**config.mk**
```make
export PLATFORM = sky130hd
export DESIGN_NAME = m72_pic
export DESIGN_NICKNAME = d
export VERILOG_FILES = /design/src/rtl/m72_pic.sv
export SDC_FILE = /design/constraint.sdc
export NUM_CORES = 1
export LEC_CHECK = 0
export CAP_MARGIN = 0
export CORE_MARGIN = 10
export CORE_UTILIZATION = 50
export CTS_CLUSTER_DIAMETER = 60
export CTS_CLUSTER_SIZE = 8
export DETAILED_ROUTE_END_ITERATION = 10
export DONT_BUFFER_PORTS = 1
export PLACE_DENSITY = 0.66
export SYNTH_ARGS = -nofsm -noshare
export SYNTH_HDL_FRONTEND = slang
export SYNTH_SLANG_ARGS = --single-unit
```
**constraint.sdc**
```tcl
create_clock -name clock -period 1.9 [get_ports clock]
set_clock_uncertainty 0.05 [all_clocks]
set_input_delay 0.19 -clock clock [delete_from_list [all_inputs] [get_ports clock]]
set_output_delay 0.19 -clock clock [all_outputs]
set_load 0.1 [all_outputs]
```
**src/rtl/m72_pic.sv**
```systemverilog
// m72_pic: uPD71059/8259-compatible interrupt controller subset for the M72
// main CPU. Edge-triggered single mode, fixed priority (level 0 highest),
// mask register, non-specific/specific EOI and optional auto-EOI.
`timescale 1ns/1ps
module m72_pic #(
  parameter int         NUM_IR       = 8,
  parameter logic [2:0] SPURIOUS_LVL = 3'd7
) (
  input  logic       clock,
  input  logic       reset_n,
  input  logic       cs,
  input  logic       a0,
  input  logic       we,
  input  logic       stb,
  input  logic [7:0] din,
  output logic [7:0] dout,
  output logic       dout_valid,
  input  logic [7:0] ir,
  output logic       int_rq,
  input  logic       int_ack,
  output logic [7:0] vector,
  output logic       vector_valid
);

  typedef enum logic [1:0] {UNINIT, WAIT_ICW2, WAIT_ICW4, READY} init_state_t;

  init_state_t state, state_next;

  logic [7:0] irr, isr, imr, icw2, ir_q;
  logic [7:0] irr_next, isr_next;
  logic       ic4, aeoi, rd_sel;
  logic       wr_q, ack_q;

  // Decoded register-write actions for the current cycle.
  logic icw1, icw2_wr, icw4_wr, imr_wr, eoi_ns, eoi_sp, ocw3_wr;

  // Returns {found, index} of the lowest set bit (highest priority).
  function automatic logic [3:0] lowest_set(input logic [7:0] v);
    logic [3:0] r;
    r = 4'b0;
    for (int i = 7; i >= 0; i--) begin
      if (v[i]) r = {1'b1, 3'(i)};
    end
    return r;
  endfunction

  // Bus strobes; writes and acks act only on the first cycle of a stretched strobe.
  logic wr_stb, rd_stb, ack_stb, wr_pulse, ack_pulse;
  assign wr_stb    = cs & stb & we;
  assign rd_stb    = cs & stb & ~we;
  assign ack_stb   = int_ack & stb;
  assign wr_pulse  = wr_stb & ~wr_q;
  assign ack_pulse = ack_stb & ~ack_q;

  logic       ready;
  logic [7:0] ir_edge;
  logic [3:0] p_enc, s_enc;
  logic       p_valid, s_valid, ack_real;
  logic [2:0] p_lvl, s_lvl, ack_lvl;

  assign ready    = (state == READY);
  assign ir_edge  = ir & ~ir_q;
  assign p_enc    = lowest_set(irr & ~imr);
  assign s_enc    = lowest_set(isr);
  assign p_valid  = p_enc[3];
  assign p_lvl    = p_enc[2:0];
  assign s_valid  = s_enc[3];
  assign s_lvl    = s_enc[2:0];
  assign ack_real = ack_pulse & p_valid;
  assign ack_lvl  = p_valid ? p_lvl : SPURIOUS_LVL;

  // Init FSM state register.
  always_ff @(posedge clock or negedge reset_n) begin
    if (!reset_n) state <= UNINIT;
    else          state <= state_next;
  end

  // Init FSM next state and decode of ICW/OCW writes.
  always_comb begin
    // NOTE: every signal gets a default first so no path leaves one unassigned and infers a latch.
    state_next = state;
    icw1       = 1'b0;
    icw2_wr    = 1'b0;
    icw4_wr    = 1'b0;
    imr_wr     = 1'b0;
    eoi_ns     = 1'b0;
    eoi_sp     = 1'b0;
    ocw3_wr    = 1'b0;
    if (wr_pulse) begin
      if (!a0 && din[4]) begin
        icw1       = 1'b1;
        state_next = WAIT_ICW2;
      end else begin
        unique case (state)
          WAIT_ICW2: if (a0) begin
            icw2_wr    = 1'b1;
            state_next = ic4 ? WAIT_ICW4 : READY;
          end
          WAIT_ICW4: if (a0) begin
            icw4_wr    = 1'b1;
            state_next = READY;
          end
          READY: begin
            if (a0) imr_wr = 1'b1;
            else if (din[4:3] == 2'b00) begin
              eoi_ns = (din[6:5] == 2'b01);
              eoi_sp = (din[6:5] == 2'b11);
            end else if (din[4:3] == 2'b01) begin
              ocw3_wr = din[1];
            end
          end
          default: ;
        endcase
      end
    end
  end

  // Next IRR/ISR: clears first, then sets, so a coincident set wins; ICW1 overrides all.
  always_comb begin
    irr_next = irr;
    isr_next = isr;
    if (ack_real) irr_next[ack_lvl] = 1'b0;
    if (ready) irr_next = irr_next | ir_edge;
    if (eoi_ns && s_valid) isr_next[s_lvl] = 1'b0;
    if (eoi_sp) isr_next[din[2:0]] = 1'b0;
    if (ack_real && !aeoi) isr_next[ack_lvl] = 1'b1;
    if (icw1) begin
      irr_next = 8'h00;
      isr_next = 8'h00;
    end
  end

  // Request, in-service, mask and configuration registers.
  always_ff @(posedge clock or negedge reset_n) begin
    if (!reset_n) begin
      irr    <= 8'h00;
      isr    <= 8'h00;
      imr    <= 8'h00;
      icw2   <= 8'h00;
      ir_q   <= 8'h00;
      ic4    <= 1'b0;
      aeoi   <= 1'b0;
      rd_sel <= 1'b0;
      wr_q   <= 1'b0;
      ack_q  <= 1'b0;
    end else begin
      // NOTE: sequential state uses non-blocking assignments so every register samples pre-edge values.
      irr   <= irr_next;
      isr   <= isr_next;
      ir_q  <= ir;
      wr_q  <= wr_stb;
      ack_q <= ack_stb;
      if (icw1) begin
        imr <= 8'h00;
        ic4 <= din[0];
      end else if (imr_wr) begin
        imr <= din;
      end
      if (icw2_wr) begin
        icw2 <= din;
        if (!ic4) aeoi <= 1'b0;
      end
      if (icw4_wr) aeoi <= din[1];
      if (ocw3_wr) rd_sel <= din[0];
    end
  end

  // Registered request to the CPU; forced low on the acknowledge edge.
  always_ff @(posedge clock or negedge reset_n) begin
    if (!reset_n) int_rq <= 1'b0;
    else if (ack_pulse) int_rq <= 1'b0;
    else int_rq <= ready & p_valid & (!s_valid | (p_lvl < s_lvl));
  end

  // Vector latch: captured on the ack edge, valid until int_ack falls.
  always_ff @(posedge clock or negedge reset_n) begin
    if (!reset_n) begin
      vector       <= 8'h00;
      vector_valid <= 1'b0;
    end else if (ack_pulse) begin
      vector       <= {icw2[7:3], ack_lvl};
      vector_valid <= 1'b1;
    end else if (!int_ack) begin
      vector_valid <= 1'b0;
    end
  end

  // Registered register-read port.
  always_ff @(posedge clock or negedge reset_n) begin
    if (!reset_n) begin
      dout       <= 8'h00;
      dout_valid <= 1'b0;
    end else begin
      dout_valid <= rd_stb;
      if (rd_stb) dout <= a0 ? imr : (rd_sel ? isr : irr);
    end
  end

endmodule

```
==> results.py, run 1 <==
# Synthesis and PnR figures
metrics = {
    "run_status": {
        "outcome": "finished with violations",
        "violations": "negative hold slack",
    },
    "routing": {
        "drt-met1-wl_um": 3596,
        "viasPerCell": 5.796,
        "drc_errors": 0,
        "dr_wl_met2_um": 4176,
        "drt_iter0_markers": 130,
        "drtPass1Iterations": 6,
    },
    "setup_path": {
        "endpoint": "int_rq",
        "worstReg2RegStart": "irr[0]",
        "crit_path_start_kind": "flip-flop",
        "cp.required_ns": 2.08,
        "endpoint_kind": "flip-flop",
        "r2r_cells": 8,
        "worstPathArrival_ns": 2.05,
        "crit_type": "reg2reg",
        "path_max_fanout": 6,
        "crit_slowest_cell": "dfrtp_1",
    },
    "cells_and_area": {
        "fillers": 492,
        "finalInstanceArea_mm2": 0.004043,
        "seqCellArea_mm2": 0.001582,
        "comb_area_mm2": 0.001505,
        "nNonClkBuffers": 70,
        "layout.nets": 401,
        "lay_top_cells": "dfrtp_1, buf_4, nand2_1",
        "drive_gt1_share_pct": 26.32,
        "clock_area_share_pct": 6.066,
        "nonClkBufAreaFrac_pct": 14.79,
        "nClkBuffers": 12,
        "largest_class": "flip-flops and latches",
        "antenna_cells": 0,
        "area_delta_synth_final_pct": 31.29,
        "lay_top_count": "dfrtp_1",
    },
    "floorplanning": {
        "die_w_um": 98.48,
        "die_area_mm2": 0.009697,
        "fp-utilization_pct": 51.70,
        "nWellTaps": 75,
        "num_io_pins": 42,
        "core-area_mm2": 0.005956,
    },
    "final_timing": {
        "whs_ns": -0.003467,
        "setup_viol": 0,
        "fmax_mhz": 534.9,
        "slew_viol_final": 0,
        "min_period_ns": 1.869,
        "fin_tns_setup_ns": 0,
        "fin_ws_ns": 0.03060,
        "hold_violations": 2,
    },
    "power_and_ir_drop": {
        "ir_worst_vdd_mv": 0.7446,
        "finalPower_w": 0.003598,
    },
    "yosys": {
        "top_cell_area_share_pct": 51.20,
        "synth_top_cell_by_area": "dfrtp_1",
        "yosysUniqueCellTypes": 52,
        "adder_share_pct": 0.8127,
        "ys_sh_xor_pct": 0,
        "synth.avg_cell_area_um2": 10.03,
        "ys_sh_simple_pct": 23.08,
        "top_cell": "dfrtp_1",
        "synth-edff-count": 0,
        "top_cells_by_count": "dfrtp_1, nand2_1, nor2_1",
        "synth_chip_area_mm2": 0.003079,
        "netlist_instances": 307,
        "flop_cell": "dfrtp_1",
        "synth_area_mm2": 0.003079,
        "syn-num-nets": 332,
        "ys_seq_share_pct": 51.20,
        "mux_share_pct": 6.623,
    },
    "flow_run": {
        "warnings": 27,
        "drv_cap": 0,
    },
    "placed_design": {
        "routabilityCongestion": 0.9699,
        "numPortBuffers": 0,
        "place_inst": 416,
    },
    "global_routing": {
        "met2_usage_pct": 28.04,
        "grt_pass1_vias": 2687,
        "globalRoute.totalOverflow": 0,
        "antenna_found_initial": 0,
        "grt_pass1_wl_um": 13500,
        "globalRouteMet3Util_pct": 3.701,
    },
    "min_path": {
        "hold_end": "wr_q",
        "holdCritStartpoint": "we",
        "hp-class": "in2reg",
    },
    "clock_network": {
        "cts_buffers": 9,
        "cts_root_buf": "clkbuf_8",
        "cts_buffer_depth": 2,
    },
}
## run 1: what timing repair did
action	in CTS	in global routing
hold buffers	22	0
endpoints found under the hold margin	100	0
setup endpoints to repair	1	1
pin swaps	1	3
gates resized	2	19
buffers inserted	0	2
## run 1: registers in the layout, summed over array words and instances, names as in the netlist, 2 cells and up
register and count:
dout 8, icw2 5, imr 8, ir_q 8, irr 8, isr 8, state 2, vector 8
## run 1: where the power goes
part	leakage [nW]	internal, W	switching, W	total [W]
sequential	0.834	0.00142	0.0000503	0.00147
combinational	0.842	0.000219	0.000441	0.000660
clock	0.123	0.000937	0.000529	0.00147
total	1.80	0.00258	0.00102	0.00360
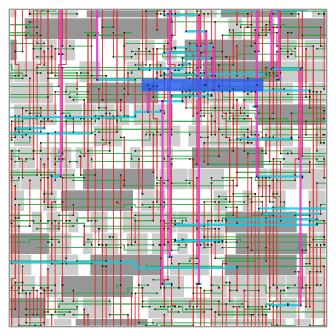
**Above:** run 1 (zoomed window).
Window x 29 to 69, y 29 to 69 um. Cells in gray, sequential cells in the stronger gray; small squares are vias.
M1: drawn in green. M3: drawn in cyan. M5: drawn in blue. M2: drawn in red. M4: drawn in magenta.
Sequential cells in the window: 16. Most frequent: nand2_1 (17), buf_4 (15), dfrtp_1 (14). Netlist names of flops here include isr (7), imr (5), ir_q (2). 123 logic cells have their middle in the window.

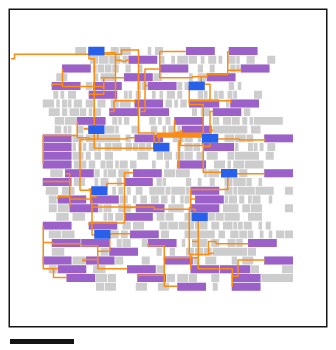
**Above:** run 1 (routed clock nets over the placement).
Scale bar: 20 um.
flip-flops: drawn in purple, count 63. clock-net drivers: drawn in blue, count 9. clock wires: drawn in orange, length 883 um.
There are 10 routed clock nets.

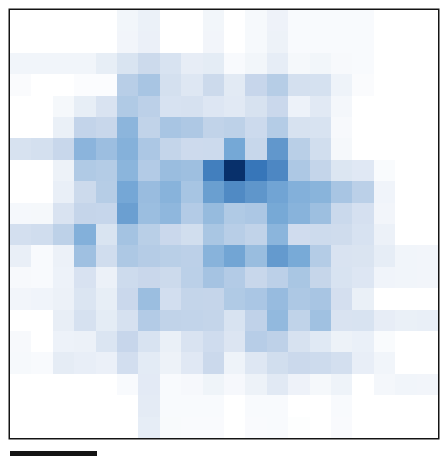
**Above:** run 1 (wire density map).
Scale bar: 20 um. The die is cut into 20 by 20 equal tiles; white is low, dark blue is high, scaled to the fullest tile. Values are wire area over tile area, all layers added.
26% of the tiles are nearly empty. The emptiest ninth of the die: north-east. The mean over all tiles is 0.14.
vias after detailed routing: 2637
wire per inst: 18.74 um
total track usage: 17.17%
final WL: 8528 um

**Run 1: met3 routing**

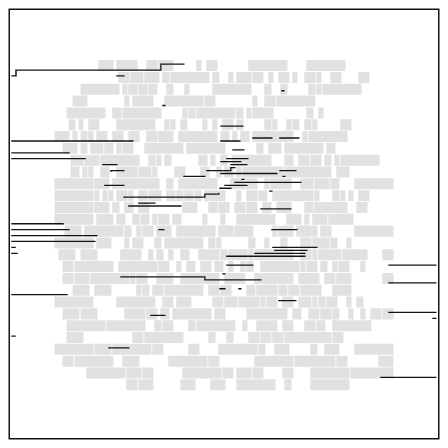

==> run 1 -> run 2 <==
==> constraint.sdc (replaced) <==
create_clock -name clock -period 1.7 [get_ports clock]
set_clock_uncertainty 0.05 [all_clocks]
set_input_delay 0.17 -clock clock [delete_from_list [all_inputs] [get_ports clock]]
set_output_delay 0.17 -clock clock [all_outputs]
set_load 0.1 [all_outputs]
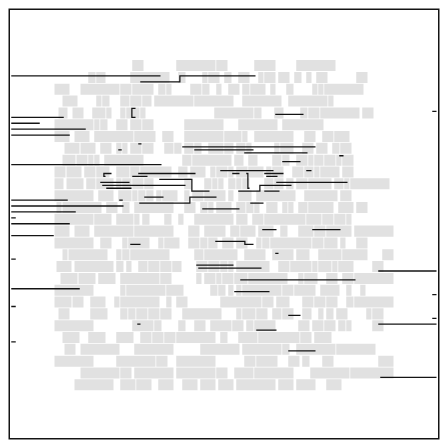
**Above:** run 2 (met3 routing).
The layer holds 6.7% of the routed length. The wires run mostly horizontal.
M3 GR Usage: 4.749%
vias after detailed routing: 2713
final WL: 8849 um

==> results.py, run 2 <==
# Synthesis and PnR figures
metrics = {
    "run_status": {
        "outcome": "finished with violations",
        "violations": "negative setup slack",
    },
    "yosys": {
        "top_cells_by_count": "dfrtp_1, nand2_1, nor2_1",
        "ys_sh_simple_pct": 23.08,
        "synth_area_mm2": 0.003079,
        "syn-num-nets": 332,
        "netlist_instances": 307,
        "top_cell_area_share_pct": 51.20,
        "yosysUniqueCellTypes": 52,
        "adder_share_pct": 0.8127,
        "flop_cell": "dfrtp_1",
        "ys_seq_share_pct": 51.20,
        "synth-edff-count": 0,
        "synth.avg_cell_area_um2": 10.03,
        "yosysWarnings": 0,
        "top_cell": "dfrtp_1",
        "ys_sh_xor_pct": 0,
        "synth_chip_area_mm2": 0.003079,
    },
    "clock_network": {
        "cts_buffer_depth": 2,
        "h-tree-depth": 3,
        "cts_buffers": 9,
        "hold_buffers": 23,
        "ctsResizeCount": 3,
        "cts_root_buf": "clkbuf_8",
    },
    "setup_path": {
        "crit_slowest_cell": "dfrtp_1",
        "path_max_fanout": 4,
        "worstPathArrival_ns": 2.01,
        "cp.required_ns": 1.88,
        "crit_type": "reg2reg",
        "endpoint": "int_rq",
        "endpoint_kind": "flip-flop",
        "r2r_cells": 8,
        "crit_path_start_kind": "flip-flop",
    },
    "routing": {
        "drt-met1-wl_um": 3688,
        "route.met3.wl_um": 595,
        "drc_errors": 0,
        "drt_iter0_markers": 176,
        "wl_per_cell_um": 18.28,
        "viasPerCell": 5.605,
        "drtPass1Iterations": 5,
    },
    "power_and_ir_drop": {
        "ir_worst_vdd_mv": 0.7305,
        "power.group.top": "registers",
        "switching_share_pct": 32.87,
        "p_clk_w": 0.00120,
        "power_switching_w": 0.001198,
        "clockPowerShare_pct": 33.0,
        "pg_seq_w": 0.00164,
        "pg_comb_w": 0.000800,
        "power_frac_seq_pct": 45.1,
        "combPwrFrac_pct": 21.9,
        "finalPower_w": 0.003646,
        "p_int_w": 0.002448,
    },
    "final_timing": {
        "setup_viol": 1,
        "min_period_ns": 1.829,
        "fin_ws_ns": -0.1286,
        "rsz0062_at_grt": "yes",
        "hold_violations": 0,
        "whs_ns": 0.002618,
        "fin_tns_setup_ns": -0.1286,
        "fmax_mhz": 546.9,
        "slew_viol_final": 0,
        "maxSlewHeadroom_pct": 62.56,
    },
    "cells_and_area": {
        "lay_top_count": "buf_4",
        "drive_gt1_share_pct": 34.96,
        "area_delta_synth_final_pct": 39.17,
        "finalInstanceArea_mm2": 0.004285,
        "antenna_cells": 0,
        "lay_top_cells": "buf_4, dfrtp_1, nand2_1",
        "layout.nets": 429,
    },
    "global_routing": {
        "grt_pass1_vias": 2761,
        "grt_pass1_wl_um": 13630,
        "grt.total_usage_pct": 17.25,
        "met2_usage_pct": 29.15,
        "globalRoute.totalOverflow": 0,
    },
    "min_path": {
        "hold_end": "dout[1]",
        "hp-class": "in2reg",
    },
    "floorplanning": {
        "fp-utilization_pct": 51.70,
        "die_w_um": 98.48,
        "core-area_mm2": 0.005956,
        "die_area_mm2": 0.009697,
        "num_io_pins": 42,
    },
    "flow_run": {
        "warnings": 29,
        "drv_cap": 0,
    },
    "placed_design": {
        "place_inst": 436,
        "numPortBuffers": 0,
    },
}
run 2: cell counts after synthesis:
Identical to the previous run, type by type.
run 2: cell type report:
cell class	count	area [um^2]
Clock buffer	10	137.6
Clock inverter	6	43.79
Fill cell	453	1670
Inverter	5	18.77
Multi-Input combinational cell	227	1587
Sequential cell	63	1582
Tap cell	75	93.84
Timing Repair Buffer	98	823.3
run 2: critical path: cells and delay by family, from the launching register on:
kind / cells / cell delay [ns]
buffers and inverters: 1 / 0.03
AND/OR/NAND/NOR: 3 / 0.51
flip-flops: 1 / 0.42
AND-OR/OR-AND: 3 / 0.52
adder cells (fa/ha/maj): 1 / 0.19
**Run 2: zoomed window**

Window x 29 to 69, y 29 to 69 um. Cells in gray, sequential cells in the stronger gray; small squares are vias.
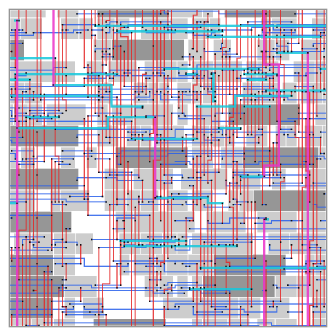

==> run 2 -> run 3 <==
--- a/config.mk
+++ b/config.mk
@@ -12,6 +12,7 @@
 export CTS_CLUSTER_SIZE = 8
 export DETAILED_ROUTE_END_ITERATION = 10
 export DONT_BUFFER_PORTS = 1
+export MAX_ROUTING_LAYER = met4
 export PLACE_DENSITY = 0.66
 export SYNTH_ARGS = -nofsm -noshare
 export SYNTH_HDL_FRONTEND = slang
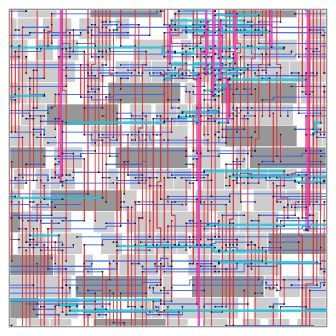
**Above:** run 3 (zoomed window).
Window x 29 to 69, y 29 to 69 um. Cells in gray, sequential cells in the stronger gray; small squares are vias.
M2: drawn in red. M1: drawn in blue. M4: drawn in magenta. M3: drawn in cyan.
Sequential cells in the window: 11. Most frequent: buf_4 (24), nand2_1 (18). Netlist names of flops here include imr (5), isr (3), irr (2). 139 logic cells have their middle in the window.

==> results.py, run 3 <==
# Synthesis and PnR figures
metrics = {
    "final_timing": {
        "rsz0062_at_grt": "yes",
        "setup_viol": 2,
        "slew_viol_final": 0,
        "fin_ws_ns": -0.1417,
        "whs_ns": -0.004672,
        "fin_tns_setup_ns": -0.1517,
        "tightest_slew_ns": 0.5761,
        "hold_violations": 1,
        "timing.final.crit_share_pct": 108.3,
        "fmax_mhz": 543.0,
        "min_period_ns": 1.842,
    },
    "routing": {
        "wl_per_cell_um": 19.07,
        "viasPerCell": 5.791,
        "via_count": 2820,
        "route.met3.wl_um": 627,
        "drtPass1Iterations": 5,
        "wl_um": 9288,
        "ant_nets": 0,
        "drt-met1-wl_um": 3761,
        "drt_iter0_markers": 159,
        "drc_errors": 0,
    },
    "floorplanning": {
        "fp-utilization_pct": 51.70,
        "die_w_um": 98.48,
        "die_area_mm2": 0.009697,
        "nWellTaps": 75,
        "core-area_mm2": 0.005956,
        "num_io_pins": 42,
    },
    "global_routing": {
        "grt_pass1_wl_um": 14680,
        "antenna_found_initial": 0,
        "globalRoute.totalOverflow": 0,
        "globalRouteMet3Util_pct": 4.749,
        "met2_usage_pct": 30.76,
        "grt_pass1_vias": 2938,
    },
    "cells_and_area": {
        "fillers": 439,
        "lay_top_cells": "buf_4, dfrtp_1, nand2_1",
        "nClkBuffers": 9,
        "finalInstanceArea_mm2": 0.004439,
        "nMultiInputCombCells": 227,
        "inv_count": 5,
        "layout.nets": 432,
        "area_delta_synth_final_pct": 44.17,
        "sh_comb_area_pct": 37.51,
        "clock_area_share_pct": 5.130,
        "lay_top_count": "buf_4",
        "sh_seq_area_pct": 35.60,
        "largest_class": "multi-input combinational cells",
        "drive_gt1_share_pct": 37.38,
        "nonClkBufAreaFrac_pct": 19.22,
        "ff_count": 63,
        "antenna_cells": 0,
        "comb_area_mm2": 0.001665,
        "nNonClkBuffers": 101,
        "seqCellArea_mm2": 0.001580,
    },
    "setup_path": {
        "path_max_fanout": 3,
        "crit_cells": 8,
        "crit_slowest_cell": "dfrtp_2",
        "worstPathArrival_ns": 2.03,
        "r2r_cells": 8,
        "crit_path_start_kind": "flip-flop",
        "crit_buf_inv": 2,
        "cp_top_family": "simple AND/OR/NAND/NOR gates",
        "endpoint": "int_rq",
        "cp.required_ns": 1.89,
        "endpoint_kind": "flip-flop",
        "crit_type": "reg2reg",
    },
    "min_path": {
        "hold_end": "dout[0]",
    },
    "yosys": {
        "synth-edff-count": 0,
        "ys_sh_simple_pct": 23.08,
        "netlist_instances": 307,
        "top_cell": "dfrtp_1",
        "mux_share_pct": 6.623,
        "syn-num-nets": 332,
        "yosysUniqueCellTypes": 52,
        "yosysWarnings": 0,
        "flop_cell": "dfrtp_1",
        "synth_chip_area_mm2": 0.003079,
        "ys_seq_share_pct": 51.20,
        "synth_area_mm2": 0.003079,
        "top_cells_by_count": "dfrtp_1, nand2_1, nor2_1",
        "top_cell_area_share_pct": 51.20,
    },
    "placed_design": {
        "place_inst": 436,
        "routabilityCongestion": 0.9350,
        "numPortBuffers": 0,
    },
    "clock_network": {
        "cts_root_buf": "clkbuf_8",
        "h-tree-depth": 3,
        "cts_buffer_depth": 2,
        "cts_tree": "done",
        "cts_buffers": 9,
    },
    "power_and_ir_drop": {
        "leakage_nw": 1.971,
        "ir_worst_vdd_mv": 0.7606,
        "finalPower_w": 0.003962,
    },
    "flow_run": {
        "warnings": 29,
        "drv_cap": 0,
    },
    "run_status": {
        "violations": "negative hold slack, negative setup slack",
        "outcome": "finished with violations",
    },
}
-- run 3: netlist changes by cell type in the layout (fill, tap and decap cells not counted), sizes merged --
cell      delta
inv          +1
clkinvlp     -1
bufinv       +2
clkinv       -1
buf          +3
clkbuf       -1
-- run 3: report_power, final --
group          switching [W]  internal [W]  leakage, nW  total (W)
clock               0.000668      0.000846        0.115    0.00151
sequential         0.0000530       0.00159        0.836    0.00164
combinational       0.000523      0.000284         1.02   0.000807
-- run 3: timing repair --
item                       4_1_cts  5_1_grt
setup endpoints to repair        1       13
buffers inserted                10        5
hold endpoints to repair       104        0
gates resized                   12       33
pin swaps                        8       13
hold buffers                    23        0
No activity file was given, so power comes from the tool's default toggle rates.
